Design alu_div_unit, sky130hd; sources not shown.
route_heat.png
Scale: 2 px per um. 33 x 25 tiles, from dark purple (low) to yellow (high), scaled to the fullest tile. Values are wire area over tile area, all layers added.
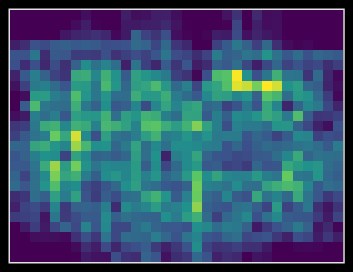
tiles over half the peak	18%
mean over tiles	0.18
fullest tile	0.60
routed vias: 7796
total wire length after detailed routing: 24380 um
average detailed-routed wire length per instance: 17.64 um

closeup.png
Region (58, 63) to (108, 113) um. Cells in grey, sequential cells in the stronger grey; small squares are vias.
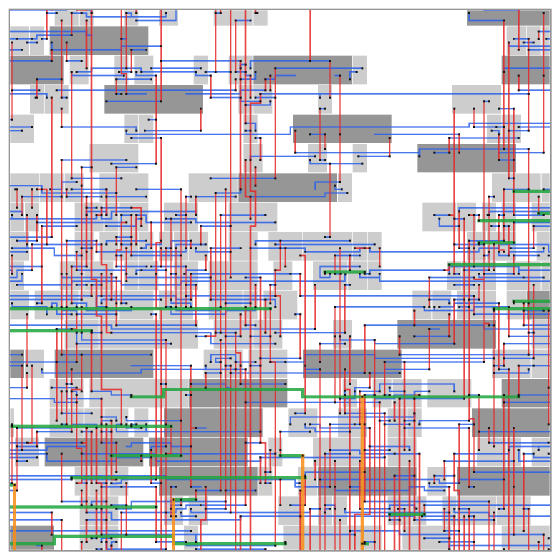
colour	layer
red	M2
orange	M4
green	M3
blue	M1
sequential cells in the window	19
most frequent	nand2_1 (28), o21ai_0 (24), dfrtp_1 (19)
cells with their middle in the window	170

placed.png
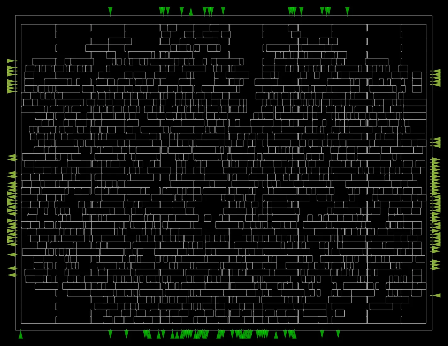
core area: 19380 um2
Filler Cell Count: 1757
number of core rows: 44
n_taps: 253
flip-flops: 171

floorplan.png
Scale: 3 px per um. Pins as bars on the die edge.
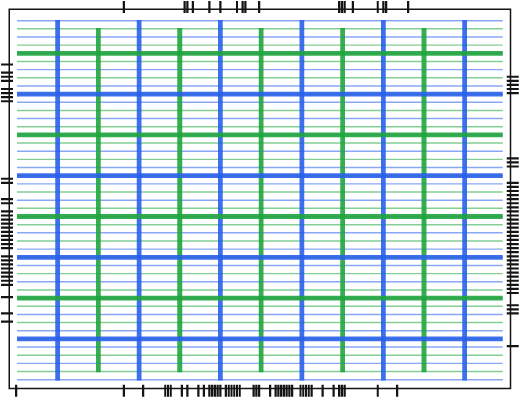
colour	net
green	VDD
blue	VSS
signal pins	135
met5 straps	8
met4 straps	11
Chip Width: 166.6 um
die boundary height: 126.0 um

==> run summary <==
This note records the results obtained with Yosys and OpenROAD.

Route
In this run the remaining antenna-violating nets after routing total 0. Per the log, the first TritonRoute iteration ended with a DRC count of 591. The iteration count of the initial detailed-routing pass is 5. The ratio of routed vias to standard cells is 5.641. After detailed routing, the number of remaining DRC violations is 0.

Finish
The number of antenna diodes in the final layout is 0. Leaving out fill and tap cells, the most frequent cell in the layout is sky130_fd_sc_hd__dfrtp_1. The post-layout instance area is 11000 um2. The end-of-flow core utilization is 56.75%. Ranking logic cells in the layout by count gives the top entries 171 x sky130_fd_sc_hd__dfrtp_1, 142 x sky130_fd_sc_hd__nand2_1, 132 x sky130_fd_sc_hd__clkdlybuf4s50_1. Relative to the synthesized area, the layout overhead comes to 23.23%. The layout summary lists the proportion of cells stronger than drive strength 1 as 5.403%. The net count of the finished layout is 1220.

Global route
The final global-route overflow total is 0. Entering global routing, the biggest net connects 89 pins. The wire length of the first global-routing pass is 39610 um. The number of antenna violations at the first check in global routing was 0.

The via count of the first global-routing pass is 7514. The overall global routing resource usage is 23.59%.

Status
The run finished with clean final reports.

Floorplanning
The initial standard-cell utilization of the core is 46.05%. The chip area is 20980 um2. The top-level I/O count is 135.

Synth
The number of standard cells reported by yosys is 1009. After technology mapping, the gate count stands at 1009. The synthesis-stage register bit count is 171. The summed standard-cell area reported by yosys is 8924 um2. The synthesis report lists the Yosys warning total as 0. Counting flops with an async set or reset pin after synthesis yields a share of 100.0%. The register area share after synthesis is 47.95%. The primary flip-flop cell chosen by synthesis mapping is sky130_fd_sc_hd__dfrtp_1. The number of distinct library cells after synthesis is 65. The number of enable flip-flop cells is 0. After synthesis the cells add up to 8924 um2.

Averaged over all synthesized cells, the footprint is 8.844 um2. The net count after synthesis is 1112.

Clock tree
The number of buffers created by CTS is 17. The clock insertion delay at the later pin of the skew report is 430 ps. The cts-stage hold buffer count is 0. The CTS log lists the clock sinks for this run as 171. The TritonCTS clock tree is yes. The cell at the root of the clock tree is sky130_fd_sc_hd__clkbuf_16. The clock H-tree reported by CTS has 4 levels. Post-CTS repair ended up resizing 0 cells. The maximum buffer depth of the clock tree is 2. Looking at the post-CTS report, the setup buffer insertion count equals 0. The register clock-pin slew on the reported worst setup and hold paths is 70 ps.

Timing
The final hold slack is 131.1 ps. The total negative slack for setup checks is 0 ps. The fraction of the cycle the final worst path needs is 79.43%. Subtracting the final worst setup slack from the clock period gives 4369 ps. The hold violation total from the final report is 0. The achievable frequency is 228.9 MHz. The worst-case headroom to the max-slew limit is 35.92%.

The max-slew violation count is 0. Setup repair after global routing left no endpoint under its margin. The final setup violation count is 0. Looking at the max-slew report, the worst-margin pin has a slew of 958.9 ps. On the final layout, the worst clock skew is 14.63 ps.

Placement
The half-perimeter wire length of the detailed placement result is 17290 um. The number of buffers added on ports is 133. After its last routability iteration, the placer logged a weighted congestion of 0.8714. The placed cell area is 10450 um2.

Setup path
Per STA, the worst path accumulates the most delay in the family AND-OR/OR-AND gates. Data on the critical path is required at its endpoint by 5810 ps. The type of the setup path with the least slack is flip-flop to flip-flop.

Counting stages on the worst path, the most repeated cell is sky130_fd_sc_hd__inv_1. STA classifies the critical path startpoint as a flip-flop. Walking the worst path, the cells encountered are inv_1, ha_1, inv_1, fa_1, a211oi_1, o21ai_2, o21ai_0, a211o_1, nor3b_2, o21a_1, or2_1, nor3_1, o32a_1. The data arrival time of the worst path is 4680 ps. The cell with the largest stage delay on the worst path is sky130_fd_sc_hd__or2_1. The number of logic stages on the critical path including buffering is 13. Looking at the critical path, the highest net fanout was 20. The critical path contains buffers and inverters numbering 2 combined. The register-to-register path setup slack is 1130 ps.

The longest incremental delay of any stage on the critical path is reported as 740 ps. The worst setup path is captured at a flip-flop. The depth of the most critical reg-to-reg path is 13.

Job
The report counts max-capacitance violations totalling 0. The stage-log warning count is 28.

Hold path
Note that the worst hold path type here is input port to asynchronous set/reset pin.
[kinds of logic (layout without fill, tap and decap cells)]
| logic type | count (synthesis) | count (layout) | share of synthesized area, % |
|---|---|---|---|
| AOI/OAI and AO/OA | 293 | 293 | 19.50 |
| xor gates and xnor gates | 29 | 29 | 2.846 |
| adders and majority gates | 35 | 35 | 4.992 |
| buffers and inverters | 103 | 223 | 4.571 |
| DFF | 171 | 171 | 47.95 |
| muxes | 19 | 19 | 2.131 |
| and+or+nand+nor | 359 | 359 | 18.00 |
[layout make-up]
type                       count  area (um2)
timing repair buffer         145        1423
clock inverter                11       83.83
tap                          253       316.6
multi-input combinational    735        4252
fill                        1757        8382
clock buffer                  20       466.7
sequential                   171        4279
inverter                      47       176.4
[synthesized netlist by cell type (16+ instances only)]
| cell | count | area (um2) |
|---|---|---|
| sky130_fd_sc_hd__a31oi_1 | 38 | 237.7 |
| sky130_fd_sc_hd__a21oi_1 | 90 | 450.4 |
| sky130_fd_sc_hd__mux2i_1 | 19 | 190.2 |
| sky130_fd_sc_hd__nor2_1 | 103 | 386.6 |
| sky130_fd_sc_hd__nand2_1 | 142 | 533.0 |
| sky130_fd_sc_hd__and3_1 | 19 | 118.9 |
| sky130_fd_sc_hd__xnor2_1 | 16 | 140.1 |
| sky130_fd_sc_hd__clkbuf_1 | 45 | 168.9 |
| sky130_fd_sc_hd__o21ai_0 | 90 | 450.4 |
| sky130_fd_sc_hd__dfrtp_1 | 171 | 4279 |
| sky130_fd_sc_hd__inv_1 | 47 | 176.4 |
| sky130_fd_sc_hd__ha_1 | 34 | 425.4 |
| sky130_fd_sc_hd__nand3_1 | 38 | 190.2 |
[metal layers]
metal | vias to the layer above | global-route usage (%) | part of all wire [%]
met2 | 237 | 35.59 | 44
met3 | 27 | 4.620 | 5.4
met5 | - | 0 | 0
li1 | 3750 | - | -
met4 | 0 | 5.578 | 1.4
met1 | 3782 | 35.24 | 49
[stage by stage]
| stage | worst slack (ps) | instances |
|---|---|---|
| global route | 888.3 | 1382 |
| global placement | 1349 | 1351 |
| detailed placement | 1253 | 1351 |
| floorplan | 2374 | 1009 |
| CTS | 1231 | 1382 |
| finish | 1131 | 1382 |
[worst register-to-register path, stage by stage, from the launching register on]
cell                       delay, ps
sky130_fd_sc_hd__dfrtp_1         410
sky130_fd_sc_hd__inv_1            70
sky130_fd_sc_hd__ha_1            150
sky130_fd_sc_hd__inv_1            60
sky130_fd_sc_hd__fa_1            430
sky130_fd_sc_hd__a211oi_1        310
sky130_fd_sc_hd__o21ai_2         140
sky130_fd_sc_hd__o21ai_0         480
sky130_fd_sc_hd__a211o_1         260
sky130_fd_sc_hd__nor3b_2         230
sky130_fd_sc_hd__o21a_1          410
sky130_fd_sc_hd__or2_1           740
sky130_fd_sc_hd__nor3_1          170
sky130_fd_sc_hd__o32a_1          380
